==> src/rtl/mux4_rr_arbiter.sv <==
// Round-robin arbiter sharing one 4:1 mux between four requesters, with a hold quantum.
// Optional build macro MUX_ARB_LOCK_EN adds a 'lock' input that suppresses preemption.
module mux4_rr_arbiter #(
    parameter int W        = 1,
    parameter int HOLD_MAX = 8
) (
    input  logic         clk,
    input  logic         rst,
    input  logic [3:0]   req,
    input  logic [W-1:0] x0,
    input  logic [W-1:0] x1,
    input  logic [W-1:0] x2,
    input  logic [W-1:0] x3,
`ifdef MUX_ARB_LOCK_EN
    input  logic         lock,
`endif
    output logic [3:0]   gnt,
    output logic         s1,
    output logic         s0,
    output logic         valid,
    output logic [W-1:0] y
);

    localparam int CW = (HOLD_MAX > 2) ? $clog2(HOLD_MAX) : 1;
    localparam logic [CW-1:0] CNT_MAX = CW'(HOLD_MAX - 1);

    typedef enum logic [0:0] {
        ST_IDLE  = 1'b0,
        ST_GRANT = 1'b1
    } state_t;

    state_t        state_q;
    logic [3:0]    gnt_q;
    logic [1:0]    sel_q;
    logic          valid_q;
    logic [1:0]    ptr_q;
    logic [CW-1:0] cnt_q;

    logic [2:0]    idle_pick_s;
    logic [2:0]    next_pick_s;
    logic          release_s;
    logic          preempt_s;
    logic          lock_s;

    // First set bit of r, scanning start, start+1, ... mod 4; returns {found, index}.
    function automatic logic [2:0] rr_pick(input logic [3:0] r, input logic [1:0] start);
        logic [2:0] res;
        logic [1:0] idx;
        res = 3'b000;
        for (int i = 3; i >= 0; i--) begin
            idx = start + 2'(i);
            if (r[idx]) begin
                res = {1'b1, idx};
            end else begin
                res = res;
            end
        end
        return res;
    endfunction

`ifdef MUX_ARB_LOCK_EN
    assign lock_s = lock;
`else
    assign lock_s = 1'b0;
`endif

    // Arbitration decisions for the current cycle.
    always_comb begin
        idle_pick_s = rr_pick(req, ptr_q);
        // The current holder is masked out, so one search serves both release and preempt.
        next_pick_s = rr_pick(req & ~gnt_q, sel_q + 2'd1);
        release_s   = ~|(req & gnt_q);
        preempt_s   = (cnt_q == CNT_MAX) && (|(req & ~gnt_q)) && !lock_s;
    end

    // Grant state machine with registered grant, select and valid.
    always_ff @(posedge clk or posedge rst) begin
        if (rst) begin
            state_q <= ST_IDLE;
            gnt_q   <= 4'b0000;
            sel_q   <= 2'b00;
            valid_q <= 1'b0;
            ptr_q   <= 2'b00;
            cnt_q   <= '0;
        end else begin
            case (state_q)
                ST_IDLE: begin
                    if (idle_pick_s[2]) begin
                        state_q <= ST_GRANT;
                        gnt_q   <= 4'b0001 << idle_pick_s[1:0];
                        sel_q   <= idle_pick_s[1:0];
                        valid_q <= 1'b1;
                        ptr_q   <= idle_pick_s[1:0] + 2'd1;
                        cnt_q   <= '0;
                    end else begin
                        state_q <= ST_IDLE;
                    end
                end
                ST_GRANT: begin
                    if (release_s || preempt_s) begin
                        if (next_pick_s[2]) begin
                            gnt_q <= 4'b0001 << next_pick_s[1:0];
                            sel_q <= next_pick_s[1:0];
                            ptr_q <= next_pick_s[1:0] + 2'd1;
                            cnt_q <= '0;
                        end else begin
                            // Select lines keep their last value while idle.
                            state_q <= ST_IDLE;
                            gnt_q   <= 4'b0000;
                            valid_q <= 1'b0;
                            cnt_q   <= '0;
                        end
                    end else if (cnt_q != CNT_MAX) begin
                        cnt_q <= cnt_q + CW'(1);
                    end else begin
                        cnt_q <= cnt_q;
                    end
                end
                default: begin
                    state_q <= ST_IDLE;
                    gnt_q   <= 4'b0000;
                    valid_q <= 1'b0;
                    cnt_q   <= '0;
                end
            endcase
        end
    end

    assign gnt   = gnt_q;
    assign s1    = sel_q[1];
    assign s0    = sel_q[0];
    assign valid = valid_q;

    // Gated mux output; zero whenever no grant is active.
    always_comb begin
        y = '0;
        if (valid_q) begin
            case (sel_q)
                2'd0:    y = x0;
                2'd1:    y = x1;
                2'd2:    y = x2;
                2'd3:    y = x3;
                default: y = '0;
            endcase
        end else begin
            y = '0;
        end
    end

endmodule

==> config.mk <==
export PLATFORM = sky130hd
export DESIGN_NAME = mux4_rr_arbiter
export DESIGN_NICKNAME = d
export VERILOG_FILES = /design/src/rtl/mux4_rr_arbiter.sv
export SDC_FILE = /design/constraint.sdc
export NUM_CORES = 1
export LEC_CHECK = 0
export CORE_MARGIN = 10
export CORE_UTILIZATION = 40
export CTS_BUF_LIST = sky130_fd_sc_hd__clkbuf_2
export CTS_CLUSTER_DIAMETER = 150
export DETAILED_ROUTE_END_ITERATION = 12
export HOLD_SLACK_MARGIN = 0.1
export PLACE_DENSITY_LB_ADDON = 0.25
export SLEW_MARGIN = 20
export SYNTH_ARGS = -nofsm -noshare
export SYNTH_HDL_FRONTEND = slang
export SYNTH_SLANG_ARGS = --single-unit
==> constraint.sdc <==
create_clock -name clk -period 2.7 [get_ports clk]
set_clock_uncertainty 0.05 [all_clocks]
set_input_delay 0.54 -clock clk [delete_from_list [all_inputs] [get_ports clk]]
set_output_delay 0.54 -clock clk [all_outputs]
set_load 0.02 [all_outputs]
==> GITHUB_STEP_SUMMARY, run 1 <==
### Flow metrics

| Metric | Value |
|---|---|
| Hold-critical path endpoint | `cnt_q[2]$_DFFE_PP0P_` |
| Hold Buf Count CTS | `0` |
| Yosys simple share | `between 20% and 30%` |
| Number of CTS-inserted buffers | `3` |
| WL/cell | `approximately 14 um` |
| Total gr overflow | `0` |
| Largest cells by area | `dfrtp_1 (34%), ha_1 (7.9%), a21oi_1 (4.7%), o21ai_0 (3.7%), inv_1 (3.6%)` |
| # DRC | `0` |
| First-pass iteration count of the detailed router | `4` |
| Number of cells in Yosys stat | `just under 100` |
| CTS resizes | `0` |
| Post-synth top area share | `34.3%` |
| Post-synth EDFFs | `0` |
| Mapped cell area | `948 um2` |
| Largest net degree at the start of global routing | `14` |
| Max reg flops | `4` |
| Unrepaired setup endpoints after global routing | `false` |
| Total I/O pin count | `18` |
| Clock buffer depth | `2` |
| CTS tree | `built` |
| Most instantiated logic cell after routing | `clkdlybuf4s50_1` |
| Most numerous cell in the Yosys netlist | `dfrtp_1` |
| Vias in the first global route | `~780` |
| CP startpoint | `sel_q[0]$_DFFE_PP0P_` |
| Largest logic family | `AND-OR/OR-AND gates` |
| Worst reg2reg path depth | `8` |
| Syn-to-layout area delta | `25.6%` |
| Ys flops | `13` |
| Die Span Y | `about 69 um` |
| FA/HA/MAJ Cells, Area Fraction | `under 10%` |
| Share of layout cells above drive strength 1 | `~16%` |
| Synth Instances | `just under 100` |
| Post-CTS Setup Bufs | `2` |
| Dpl cells | `roughly 140` |
| First-pass GRT wire length | `between 3000 and 4000 um` |
| Late-Pin Clk Latency | `roughly 280 ps` |
| Setup TNS | `0 ps` |
| Final setup violation count | `0` |
| Grt peak-use layer | `met2` |
| Initial drt markers | `55` |
| Worst-path cell chain | `inv_1 -> ha_1 -> a222oi_1 -> o21ai_0 -> and2_1 -> dlymetal6s2s_1` |
| Status | `finished, final reports clean` |
| Yosys warns | `0` |
| N_diodes | `0` |
| Clock Sinks | `13` |
| Top sig layer | `met4` |
| Hold path startpoint | `cnt_q[2]$_DFFE_PP0P_` |
| Ys flop type | `dfrtp_1` |
| Post-DP HPWL | `approximately 1700 um` |
| Synth mux share | `approximately 3.8%` |
| CP max FO | `4` |
| Post-route design area | `1190 um2` |
| Critical Path Sink | `y` |
| Worst IR drop on VDD | `between 0.4 and 0.5 mV` |
| H-tree depth | `1` |
| Distinct lib cells | `42` |
| Yosys chip area | `948 um2` |
| CTS root buf | `clkbuf_2` |
| Fin cells | `about 150` |
| Maximum operating frequency | `between 0.4 and 0.5 GHz` |
| Placed inst area | `1150 um2` |
| P per Cell Area | `1060 nW/um2` |
| Synth top cells by count | `dfrtp_1 (13), a21oi_1 (9), inv_1 (9)` |
| CP Buf/Inv Count | `2` |
| CP Depth | `6` |
| R2r setup slk | `around 490 ps` |
| Core Density at Floorplan | `approximately 42%` |
==> run 1: cell type report <==
cell class	instances	area, um2
multi-input cells	75	573
inverters	9	33.8
repair buffers	21	203
fillers	213	1040
flip-flops and latches	13	327
clock buffers	4	20.0
well taps	28	35.0
==> run 1: kinds of logic after synthesis <==
| logic type | Yosys count |
|---|---|
| adders and majority gates | 6 |
| buffers and inverters | 11 |
| muxes | 3 |
| DFF | 13 |
| AOI/OAI and AO/OA | 36 |
| and+or+nand+nor | 30 |
==> run 1: power by group <==
group	switching (W)	internal, W	total (W)
logic	0.000405	0.000389	0.000794
clock network	0.0000619	0.0000393	0.000101
registers	0.0000915	0.000278	0.000370
total	0.000559	0.000707	0.00127
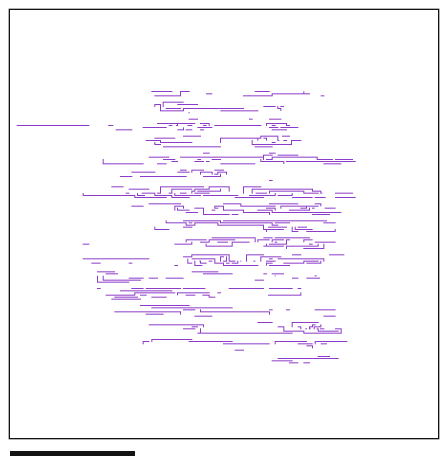
*Signal wires on met1, run 1*
Scale bar: 20 um.
wire length on this layer: 956 um
share of all routed wire: 45%
main direction: horizontal
Post-Route WL: 2130 um
met1 global-route usage: 12.3%
Via Count: 828

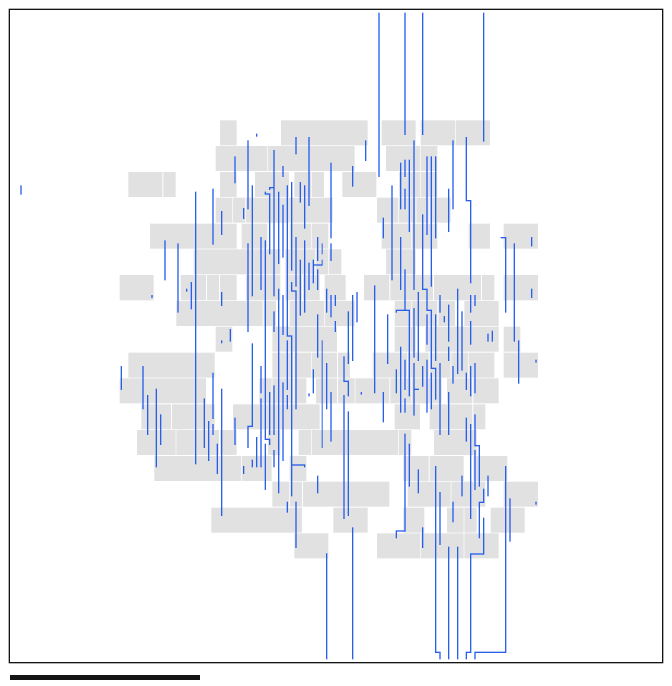
*Metal 2, run 1*
Scale bar: 20 um. Cells faint in the background.
longest straight run: 28.6 um
main direction: vertical
nets with wire on the layer: 112
met2 usage: 15.0%

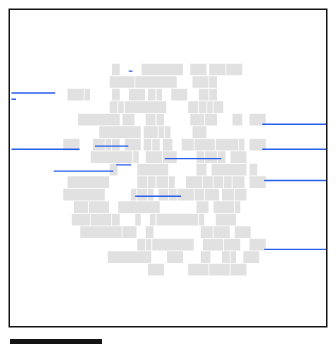
*Metal 3, run 1*
Scale bar: 20 um. Cells faint in the background.
nets with wire on the layer: 11
share of all routed wire: 5.7%
main direction: horizontal
wire length on this layer: 122 um
GR Util met3: 2.09%

==> run 2, diff against run 1 <==
- GPL_TIMING_DRIVEN: default -> 0
==> GITHUB_STEP_SUMMARY, run 2 <==
### Flow metrics

| Metric | Value |
|---|---|
| Status | `finished, final reports clean` |
| Post-synth EDFFs | `0` |
| Largest net degree at the start of global routing | `14` |
| CP max FO | `4` |
| Min Clock Period, post-route | `approximately 2300 ps` |
| Maximum operating frequency | `0.428 GHz` |
| Dpl cells | `around 140` |
| Most instantiated logic cell after routing | `clkdlybuf4s50_1` |
| Core Density at Floorplan | `a little over two fifths` |
| Late-Pin Clk Latency | `about 270 ps` |
| H-tree depth | `1` |
| ANT nets after route | `0` |
| GR Util met3 | `under 10%` |
| Top sig layer | `met4` |
| Grt peak-use layer | `met2` |
| Unrepaired setup endpoints after global routing | `false` |
| # DRC | `0` |
| Max reg flops | `4` |
| Combinational Power | `~0.0008 W` |
| Initial drt markers | `36` |
| Die Span Y | `68.7 um` |
| Synth top cells by count | `dfrtp_1 (13), a21oi_1 (9), inv_1 (9)` |
| CTS tree | `built` |
| Yosys simple share | `20.1%` |
| Worst reg2reg path depth | `8` |
| Sw frac | `44.3%` |
| Number of cells in Yosys stat | `just under 100` |
| Switch Pwr | `about 0.00056 W` |
| Number of CTS-inserted buffers | `3` |
| Hold path startpoint | `cnt_q[2]$_DFFE_PP0P_` |
| Stage-log warning count | `29` |
| N_diodes | `0` |
| Clock power frac | `under 10%` |
| Seq pwr share | `between 20 and 30%` |
| Largest cells by area | `dfrtp_1 (34%), ha_1 (7.9%), a21oi_1 (4.7%), o21ai_0 (3.7%), inv_1 (3.6%)` |
| Fin cells | `approximately 150` |
| Hold-critical path endpoint | `cnt_q[2]$_DFFE_PP0P_` |
| Syn-to-layout area delta | `25.3%` |
| CTS root buf | `clkbuf_2` |
| Yosys chip area | `approximately 950 um2` |
| Met2 usage | `between 10% and 20%` |
| Placed inst area | `roughly 1100 um2` |
| P_clk | `roughly 0.00010 W` |
| Share of layout cells above drive strength 1 | `15.6%` |
| First-pass iteration count of the detailed router | `4` |
| Synth Instances | `~99` |
| Final setup violation count | `0` |
| CP startpoint | `sel_q[0]$_DFFE_PP0P_` |
| FA/HA/MAJ Cells, Area Fraction | `between 7 and 8%` |
| Biggest consumer | `combinational logic` |
| Total internal power | `0.000700 W` |
| P per Cell Area | `roughly 1100 nW/um2` |
| Post-route design area | `around 1200 um2` |
| Vias in the first global route | `799` |
| Total gr overflow | `0` |
| Setup TNS | `0 ps` |
| Ys flops | `13` |
| First-pass GRT wire length | `about 3600 um` |
| Total I/O pin count | `18` |
| Post-synth top area share | `around 34%` |
| Critical Path Sink | `y` |
| Largest logic family | `AND-OR/OR-AND gates` |
| Worst IR drop on VDD | `around 0.43 mV` |
| Synth mux share | `3.83%` |
| Ys flop type | `dfrtp_1` |
| Post-DP HPWL | `~1800 um` |
| Most numerous cell in the Yosys netlist | `dfrtp_1` |
| Fill count | `225` |
| P_seq | `around 0.00037 W` |
| R2r setup slk | `roughly 420 ps` |
| WL/cell | `about 14 um` |
| Yosys warns | `0` |
| Critical path type | `register to primary output` |
| Clock buffer depth | `2` |
| Logic pwr share | `62.9%` |
| Distinct lib cells | `between 40 and 50` |
| Hold Buf Count CTS | `0` |
[run 2: cell counts after synthesis]
Identical to the previous run, type by type.
[run 2: critical path, stage by stage, from the launching register on]
cell and delay, ps:
dfrtp_1 410, inv_1 100, ha_1 190, a222oi_1 290, o21ai_0 130, and2_1 160
dlymetal6s2s_1 200
[run 2: repair_timing]
item,CTS,global route
setup buffers,3,0
endpoints found under the setup margin,1,1
resized,0,1
[run 2: area by class of cell]
type                       count  area, um2  area share [%]
sequential                    13        325            27.4
inverter                       9       33.8            2.84
buffer                         2       16.3            1.37
tap                           28       35.0            2.95
multi-input combinational     75        573            48.2
timing repair buffer          19        185            15.6
clock buffer                   4       20.0            1.68
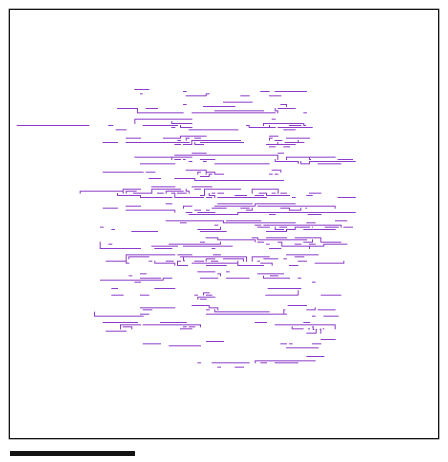
*Signal wires on met1, run 2*
Scale bar: 20 um.
Via Count: 844
Post-Route WL: 2140 um
met1 global-route usage: 11.8%

==> run 3, diff against run 2 <==
- clock period: 2.7 -> 2.9 ns (I/O delays scaled with it)
==> GITHUB_STEP_SUMMARY, run 3 <==
### Flow metrics

| Metric | Value |
|---|---|
| Status | `finished, final reports clean` |
| Largest net degree at the start of global routing | `14` |
| Largest cells by area | `dfrtp_1 (34%), ha_1 (7.9%), a21oi_1 (4.7%), o21ai_0 (3.7%), inv_1 (3.6%)` |
| FA/HA/MAJ Cells, Area Fraction | `about 7.9%` |
| Seq pwr share | `30.4%` |
| Post-CTS Setup Bufs | `0` |
| Stage-log warning count | `29` |
| CP startpoint kind | `primary input` |
| Comb area | `around 570 um2` |
| Grt peak-use layer | `met2` |
| # DRC | `0` |
| Clock Sinks | `13` |
| Synth top cells by count | `dfrtp_1 (13), a21oi_1 (9), inv_1 (9)` |
| Layout clock area frac | `1.72%` |
| Hold Buf Count CTS | `0` |
| Max reg flops | `4` |
| Yosys simple share | `around a fifth` |
| Yosys warns | `0` |
| Flop share of the area | `28.0%` |
| Distinct lib cells | `42` |
| CP Buf/Inv Count | `2` |
| Critical path type | `primary input to primary output` |
| Placed inst area | `roughly 1100 um2` |
| Most instantiated logic cell after routing | `clkdlybuf4s50_1` |
| Post-DP HPWL | `approximately 1800 um` |
| Post-synth EDFFs | `0` |
| WL/cell | `14.4 um` |
| P_seq | `between 0.0003 and 0.0004 W` |
| Leading cell kind | `logic gates` |
| Logic pwr share | `61.5%` |
| Sw frac | `44.9%` |
| Biggest consumer | `combinational logic` |
| Ys flops | `13` |
| Fin cells | `147` |
| Number of cells in Yosys stat | `approximately 100` |
| Vias in the first global route | `about 800` |
| Late-Pin Clk Latency | `260 ps` |
| Critical path arrival | `~2100 ps` |
| N_diodes | `0` |
| Core Density at Floorplan | `around 42%` |
| Clock buffer depth | `2` |
| Inverters | `9` |
| Initial drt markers | `between 40 and 50` |
| Worst IR drop on VDD | `0.403 mV` |
| CP delay by family, top | `buffers and inverters` |
| CTS root buf | `clkbuf_2` |
| Setup TNS | `0 ps` |
| MI comb cells | `75` |
| Clock power frac | `under 10%` |
| Worst-path cell chain | `clkdlybuf4s50_1 -> a222oi_1 -> o21ai_0 -> and2_1 -> clkdlybuf4s50_1` |
| Final GP Congestion | `between 0.8 and 0.9` |
| Logic share of the area | `between 40 and 50%` |
| Max incr delay on CP | `about 530 ps` |
| Syn-to-layout area delta | `22.8%` |
| Most numerous cell on the critical path | `clkdlybuf4s50_1` |
| P per Cell Area | `approximately 1000 nW/um2` |
| First-pass GRT wire length | `3580 um` |
| H-tree depth | `1` |
| Post-synthesis async set-or-reset flop share | `100%` |
| Yosys chip area | `948 um2` |
| Largest logic family | `AND-OR/OR-AND gates` |
| ANT nets after route | `0` |
| P_clk | `a little over 0.00009 W` |
| Number of CTS-inserted buffers | `3` |
| Dpl cells | `143` |
| Post-route design area | `1160 um2` |
| Ys flop type | `dfrtp_1` |
| Total internal power | `0.000630 W` |
| Post-synth top area share | `between 30% and 40%` |
| GR Util met3 | `2.09%` |
| CP max FO | `1` |
| Fill count | `around 220` |
| Top sig layer | `met4` |
| CP max stage cell | `clkdlybuf4s50_1` |
| Die Span Y | `~69 um` |
| Buffering overhead | `between 15 and 20%` |
| Combinational Power | `about 0.00070 W` |
| Reg area | `327 um2` |
| Synth mux share | `about 3.8%` |
| Non-Clock Buffer Count | `18` |
| First-pass iteration count of the detailed router | `4` |
| Maximum operating frequency | `approximately 0.37 GHz` |
| Mapped cell area | `roughly 950 um2` |
| Total I/O pin count | `18` |
| Most numerous cell in the Yosys netlist | `dfrtp_1` |
| CTS tree | `built` |
| Clock buffer cells | `4` |
| Well-Tap Cells | `28` |
| Met2 usage | `between 15 and 20%` |
-- run 3: cell counts after synthesis --
No cell type changed its count.
-- run 3: path summary, 6_finish.rpt --
path	start	end	slack [ps]	cells past startpoint
worst max register to register	sel_q[1]$_DFFE_PP0P_	ptr_q[1]$_DFFE_PP0P_	620	8
min in group asynchronous	rst	cnt_q[0]$_DFFE_PP0P_	560	2
worst min-delay path	cnt_q[2]$_DFFE_PP0P_	cnt_q[2]$_DFFE_PP0P_	480	1
worst max-delay path	x2	y	160	5
max in group asynchronous	rst	sel_q[0]$_DFFE_PP0P_	1900	2
worst min register to register	cnt_q[2]$_DFFE_PP0P_	cnt_q[2]$_DFFE_PP0P_	480	1
-- run 3: repair_timing --
item / CTS / global route
setup endpoints to repair: 0 / 1
resized: 0 / 1
endpoints found under the hold margin: 0 / 0
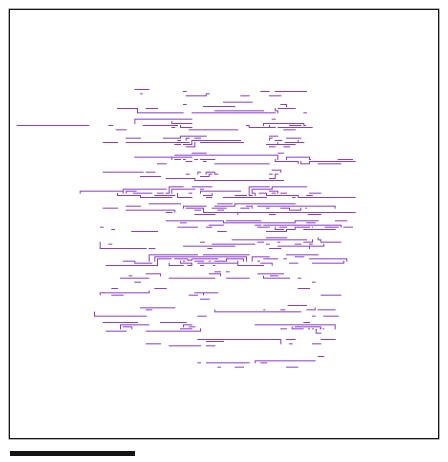
*Signal wires on met1, run 3*
Scale bar: 20 um.
Via Count: 829
Post-Route WL: 2120 um
met1 global-route usage: 11.9%

Power and IR drop assume default switching activity.
